[src/rtl/doa_pkg.sv]
// Shared definitions for the DOA correlation datapath.
//   CORR_IN_W / CORR_ACC_W / CORR_NUM_CH : default lane widths and lane count
//   frame_state_t                        : per-frame accumulation state
//   sat_kind_t / sat_add                 : saturating-add decision for a lane
package doa_pkg;

    localparam int CORR_IN_W   = 25;
    localparam int CORR_ACC_W  = 30;
    localparam int CORR_NUM_CH = 4;

    typedef enum logic {
        ST_IDLE  = 1'b0,   // no sample of the current frame accepted yet
        ST_ACCUM = 1'b1    // at least one sample accumulated
    } frame_state_t;

    typedef enum logic [1:0] {
        SAT_NONE = 2'd0,
        SAT_POS  = 2'd1,
        SAT_NEG  = 2'd2
    } sat_kind_t;

    // Classifies an (ACC_W+1)-bit two's-complement sum by its two top bits.
    // With one guard bit, the sum fits ACC_W bits exactly when both top bits
    // agree; 01 means it went above the positive limit, 10 below the negative.
    function automatic sat_kind_t sat_add(input logic [1:0] sum_top);
        sat_kind_t kind;
        case (sum_top)
            2'b01:   kind = SAT_POS;
            2'b10:   kind = SAT_NEG;
            default: kind = SAT_NONE;
        endcase
        return kind;
    endfunction

endpackage

[src/rtl/accum_sat_lane.sv]
// One saturating accumulator lane.
//   i_clk, i_reset : clock, synchronous active-high reset
//   ce             : accept din into the accumulator this cycle
//   clr            : with ce, the frame ends here; register returns to 0
//   din            : signed sample, IN_W bits
//   acc            : saturated sum of the register and din (value the frame
//                    would hold including din), ACC_W bits
//   clip           : acc was clamped in this addition
module accum_sat_lane
    import doa_pkg::*;
#(
    parameter int IN_W  = CORR_IN_W,
    parameter int ACC_W = CORR_ACC_W
) (
    input  logic             i_clk,
    input  logic             i_reset,
    input  logic             ce,
    input  logic             clr,
    input  logic [IN_W-1:0]  din,
    output logic [ACC_W-1:0] acc,
    output logic             clip
);

    logic [ACC_W-1:0] acc_q;
    logic [ACC_W:0]   sum;
    sat_kind_t        kind;

    always_comb begin
        sum  = {acc_q[ACC_W-1], acc_q} + {{(ACC_W+1-IN_W){din[IN_W-1]}}, din};
        kind = sat_add(sum[ACC_W -: 2]);
        clip = (kind != SAT_NONE);
        case (kind)
            SAT_POS: acc = {1'b0, {(ACC_W-1){1'b1}}};
            SAT_NEG: acc = {1'b1, {(ACC_W-1){1'b0}}};
            default: acc = sum[ACC_W-1:0];
        endcase
    end

    always_ff @(posedge i_clk) begin
        if (i_reset) begin
            acc_q <= '0;
        end else if (ce) begin
            acc_q <= clr ? '0 : acc;
        end
    end

endmodule

[src/rtl/accum_corr_mc.sv]
// Multi-channel frame accumulator for correlation products. Sums NUM_CH
// signed lanes over a frame (ended by i_last, or after FRAME_LEN accepted
// samples when FRAME_LEN > 0) and publishes one saturated result per frame.
//   i_clk, i_reset : clock, synchronous active-high reset
//   i_data         : NUM_CH packed signed samples, lane k at [k*IN_W +: IN_W]
//   i_valid/i_last : sample valid, final sample of frame
//   o_ready        : input accepted when i_valid & o_ready
//   o_accum        : NUM_CH packed signed frame sums
//   o_count        : samples in the published frame (saturating)
//   o_sat          : per-lane "clipped at least once in the frame"
//   o_valid        : result register holds an unconsumed frame
//   i_ready        : downstream takes the result when o_valid & i_ready
//   o_state        : current frame state (debug visibility)
//
// Handshakes: a transfer happens on a rising edge where valid & ready are
// both high; valid, once raised, holds its data until that transfer. Input
// ready is combinational from the output side, so a full result register
// still accepts a sample in a cycle where it is being drained.
module accum_corr_mc
    import doa_pkg::*;
#(
    parameter int NUM_CH    = CORR_NUM_CH,
    parameter int IN_W      = CORR_IN_W,
    parameter int ACC_W     = CORR_ACC_W,
    parameter int FRAME_LEN = 0,
    parameter int CNT_W     = 16
) (
    input  logic                    i_clk,
    input  logic                    i_reset,
    input  logic [NUM_CH*IN_W-1:0]  i_data,
    input  logic                    i_valid,
    input  logic                    i_last,
    output logic                    o_ready,
    output logic [NUM_CH*ACC_W-1:0] o_accum,
    output logic [CNT_W-1:0]        o_count,
    output logic [NUM_CH-1:0]       o_sat,
    output logic                    o_valid,
    input  logic                    i_ready,
    output frame_state_t            o_state
);

    localparam logic [CNT_W:0] FRAME_LEN_W = (CNT_W+1)'(FRAME_LEN);

    logic                    accept;
    logic                    eof;
    logic                    len_hit;
    logic [CNT_W-1:0]        cnt_q;
    logic [CNT_W-1:0]        cnt_inc;
    logic [NUM_CH-1:0]       sat_q;
    logic [NUM_CH-1:0]       clip;
    logic [NUM_CH*ACC_W-1:0] acc_nxt;
    frame_state_t            state_q;
    frame_state_t            state_d;

    assign o_ready = ~o_valid | i_ready;
    assign accept  = i_valid & o_ready;

    // Counter holds at all-ones rather than wrapping.
    assign cnt_inc = (&cnt_q) ? cnt_q : cnt_q + {{(CNT_W-1){1'b0}}, 1'b1};

    // Compared one bit wider so a saturated counter never aliases FRAME_LEN.
    assign len_hit = (FRAME_LEN != 0) &&
                     (({1'b0, cnt_q} + {{CNT_W{1'b0}}, 1'b1}) == FRAME_LEN_W);
    assign eof     = accept & (i_last | len_hit);

    for (genvar k = 0; k < NUM_CH; k++) begin : g_lane
        accum_sat_lane #(
            .IN_W  (IN_W),
            .ACC_W (ACC_W)
        ) u_lane (
            .i_clk   (i_clk),
            .i_reset (i_reset),
            .ce      (accept),
            .clr     (eof),
            .din     (i_data[k*IN_W +: IN_W]),
            .acc     (acc_nxt[k*ACC_W +: ACC_W]),
            .clip    (clip[k])
        );
    end

    always_comb begin
        state_d = state_q;
        if (accept) begin
            state_d = eof ? ST_IDLE : ST_ACCUM;
        end
    end

    always_ff @(posedge i_clk) begin
        if (i_reset) begin
            state_q <= ST_IDLE;
            cnt_q   <= '0;
            sat_q   <= '0;
        end else begin
            state_q <= state_d;
            if (accept) begin
                cnt_q <= eof ? '0 : cnt_inc;
                sat_q <= eof ? '0 : (sat_q | clip);
            end
        end
    end

    // Result register: a new frame end reloads it even while draining, so a
    // simultaneous drain and reload keeps o_valid high.
    always_ff @(posedge i_clk) begin
        if (i_reset) begin
            o_accum <= '0;
            o_count <= '0;
            o_sat   <= '0;
            o_valid <= 1'b0;
        end else if (eof) begin
            o_accum <= acc_nxt;
            o_count <= cnt_inc;
            o_sat   <= sat_q | clip;
            o_valid <= 1'b1;
        end else if (i_ready) begin
            o_valid <= 1'b0;
        end
    end

    assign o_state = state_q;

endmodule

[config.mk]
export PLATFORM = sky130hd
export DESIGN_NAME = accum_corr_mc
export DESIGN_NICKNAME = d
export VERILOG_FILES = /design/src/rtl/doa_pkg.sv /design/src/rtl/accum_sat_lane.sv /design/src/rtl/accum_corr_mc.sv
export SDC_FILE = /design/constraint.sdc
export NUM_CORES = 1
export LEC_CHECK = 0
export ABC_AREA = 0
export CAP_MARGIN = 5
export CORE_AREA = 8 8 194 196
export DETAILED_ROUTE_END_ITERATION = 10
export DIE_AREA = 0 0 202 204
export HOLD_SLACK_MARGIN = 0.12
export PLACE_DENSITY = 0.81
export SLEW_MARGIN = 20
export SYNTH_ARGS = -nofsm -noshare
export SYNTH_HDL_FRONTEND = slang
export SYNTH_SLANG_ARGS = --single-unit
[constraint.sdc]
create_clock -name i_clk -period 4.16 [get_ports i_clk]
set_input_delay 0.832 -clock i_clk [delete_from_list [all_inputs] [get_ports i_clk]]
set_output_delay 0.832 -clock i_clk [all_outputs]
set_load 0.01 [all_outputs]
### Metal 3, run 1

Bar = 50 um.
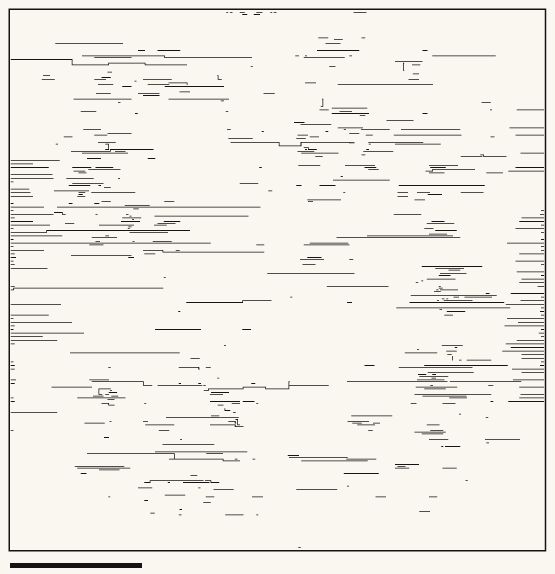
- wire length on this layer: 3,990 um
- longest straight run: 76.6 um

### Logic cells by family, run 1

Bar = 50 um.
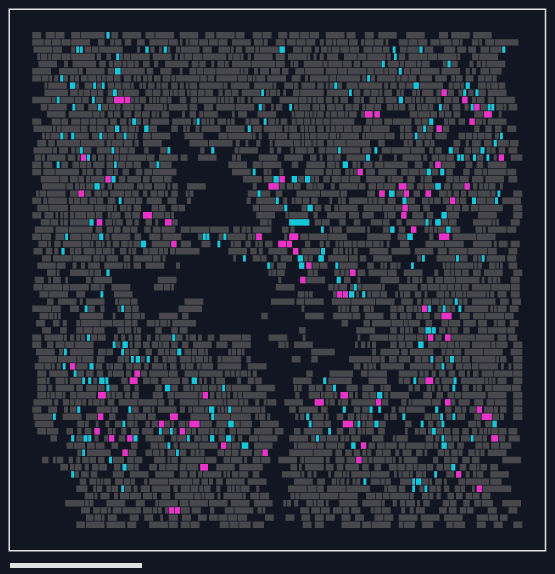
- and/or cells: magenta (cells 78; most used and3_1; where spread over the die)
- nand cells: cyan (cells 217; most used nand2_1; where spread over the die)

==> results.py, run 1 <==
# Auto-generated metrics
metrics = {
    "sta": {
        "worst_slack_ns": -0.0458,
        "period_used_pct": 101,
        "setup_viol": 2,
    },
    "cells_and_area": {
        "most-common-layout-cells": "buf_4, nor2_1, dfxtp_1",
        "stdcell_count": 3174,
        "layout_top_cell_excl_fill_tap": "buf_4",
        "finish.net_count": 2929,
    },
    "floorplan": {
        "dieHeight_um": 204,
    },
    "clocking": {
        "cts_hold_buf": 0,
        "clk_transition_reported_paths_ns": 0.06,
        "h_tree_depth": 2,
    },
    "grt": {
        "globalRoute.totalOverflow": 0,
        "grt_pass1_wl_um": 95100,
        "gr-usage-met2_pct": 46.6,
    },
    "setup_path": {
        "slowest_delay_ns": 0.60,
        "critPathBufInv": 2,
    },
    "status": {
        "outcome": "finished with violations",
        "violations_in_the_final_reports": "setup timing",
    },
    "synthesis": {
        "mux_area_share_pct": 1.00,
        "top_cells_by_area": "dfxtp_1, ha_1, nor2_1, a21oi_1, o21ai_0",
        "synthDistinctLibCells": 82,
        "post_synth.cell_area_avg_um2": 7.99,
    },
    "worst_hold_path": {
        "worstHoldStart": "g_lane[3].u_lane.acc_q[27]",
    },
}
### Cell density map, run 1

20 x 20 tiles, from black (low) to pale yellow (high), 0 to 100% covered.
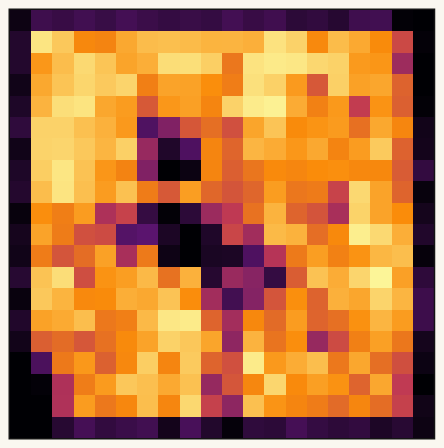
- nearly empty tiles: 5.0%
- mean over tiles: 59%
- tiles over 75% full: 42%
- fullest tile: 98%

### Wires at chosen ports, followed through buffers, run 1

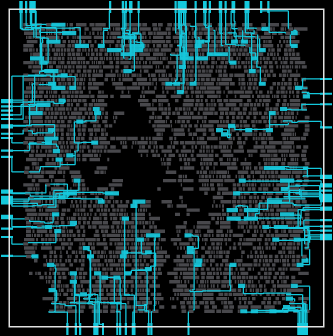
- i_data: cyan (bits 100; direction input; end cells 124; buffers 106; wire 4,610 um)
PortBufs: 247
total I/O pin count: 248

### Cell outlines without signal wires, run 1

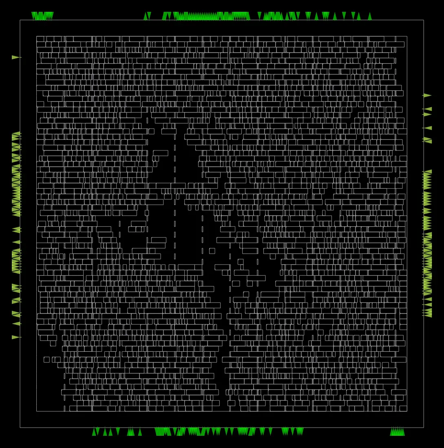

==> run 2: changes to the inputs <==
--- a/config.mk
+++ b/config.mk
@@ -12,6 +12,7 @@
 export DIE_AREA = 0 0 202 204
 export HOLD_SLACK_MARGIN = 0.12
 export PLACE_DENSITY = 0.81
+export RECOVER_POWER = 25
 export SLEW_MARGIN = 20
 export SYNTH_ARGS = -nofsm -noshare
 export SYNTH_HDL_FRONTEND = slang
### Cell outlines without signal wires, run 2

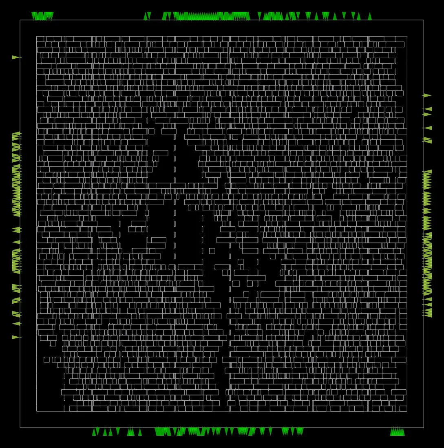
floorplan core area: 34,800 um^2
Rows: 69
number of inserted filler cells in the final layout: 2,632
fraction of standard cell area that is sequential: 22.9%

==> run 2 against run 1 <==
  * The run still ends with setup timing left
  * Synthesized area stayed put
  * Critical path depth stayed put
  * Final cell count stayed put
==> results.py, run 2 <==
# Auto-generated metrics
metrics = {
    "synthesis": {
        "synth_xor_xnor_area_share_pct": 4.10,
        "synthDistinctLibCells": 82,
        "mux_area_share_pct": 1.00,
        "synth.net_count": 2377,
        "post_synth_fa_ha_maj_area_fraction_pct": 10.2,
        "ys_cells": 2135,
        "topCombFamilyByArea": "AND-OR/OR-AND gates",
        "top_cells_by_area": "dfxtp_1, ha_1, nor2_1, a21oi_1, o21ai_0",
        "post_synth.cell_area_avg_um2": 7.99,
    },
    "floorplan": {
        "ioPinCount": 248,
        "core_util_floorplan_pct": 49.1,
        "die_area_um2": 41200,
        "dieHeight_um": 204,
    },
    "sta": {
        "worst_slack_ns": -0.0305,
        "period_used_pct": 101,
        "setup_viol": 1,
    },
    "clocking": {
        "h_tree_depth": 2,
        "cts_tree": "built",
        "clk_transition_reported_paths_ns": 0.06,
        "worstSkewPairLatency_ns": 0.53,
        "cts_hold_buf": 0,
    },
    "grt": {
        "grt_pass1_wl_um": 95100,
        "gr-usage-met2_pct": 46.6,
        "globalRoute.totalOverflow": 0,
    },
    "setup_path": {
        "type_of_origin_of_the_critical_path": "input port",
        "worst-path-stages": 16,
        "critPathBufInv": 2,
        "worstReg2RegEnd": "g_lane[1].u_lane.acc_q[27]",
        "slowest_delay_ns": 0.60,
    },
    "route": {
        "detail_routed_net_length_per_standard_cell_um": 19.2,
        "routed-via-count": 18869,
        "met2WireLength_um": 29000,
    },
    "status": {
        "outcome": "finished with violations",
        "violations_in_the_final_reports": "setup timing",
    },
    "cells_and_area": {
        "finish.net_count": 2929,
        "most-common-layout-cells": "buf_4, nor2_1, dfxtp_1",
        "post_route_cells_drive_above_1_share_pct": 22.8,
        "clock_cell_area_share_pct": 4.58,
        "layout_top_cell_excl_fill_tap": "buf_4",
        "stdcell_count": 3174,
    },
    "worst_hold_path": {
        "worstHoldPathType": "flop to flop",
        "worstHoldStart": "o_accum[95]",
    },
    "power_and_ir_drop": {
        "power.density_cell_area_nw_per_um2": 449,
    },
    "place": {
        "buffer_ports.inserted": 247,
    },
}
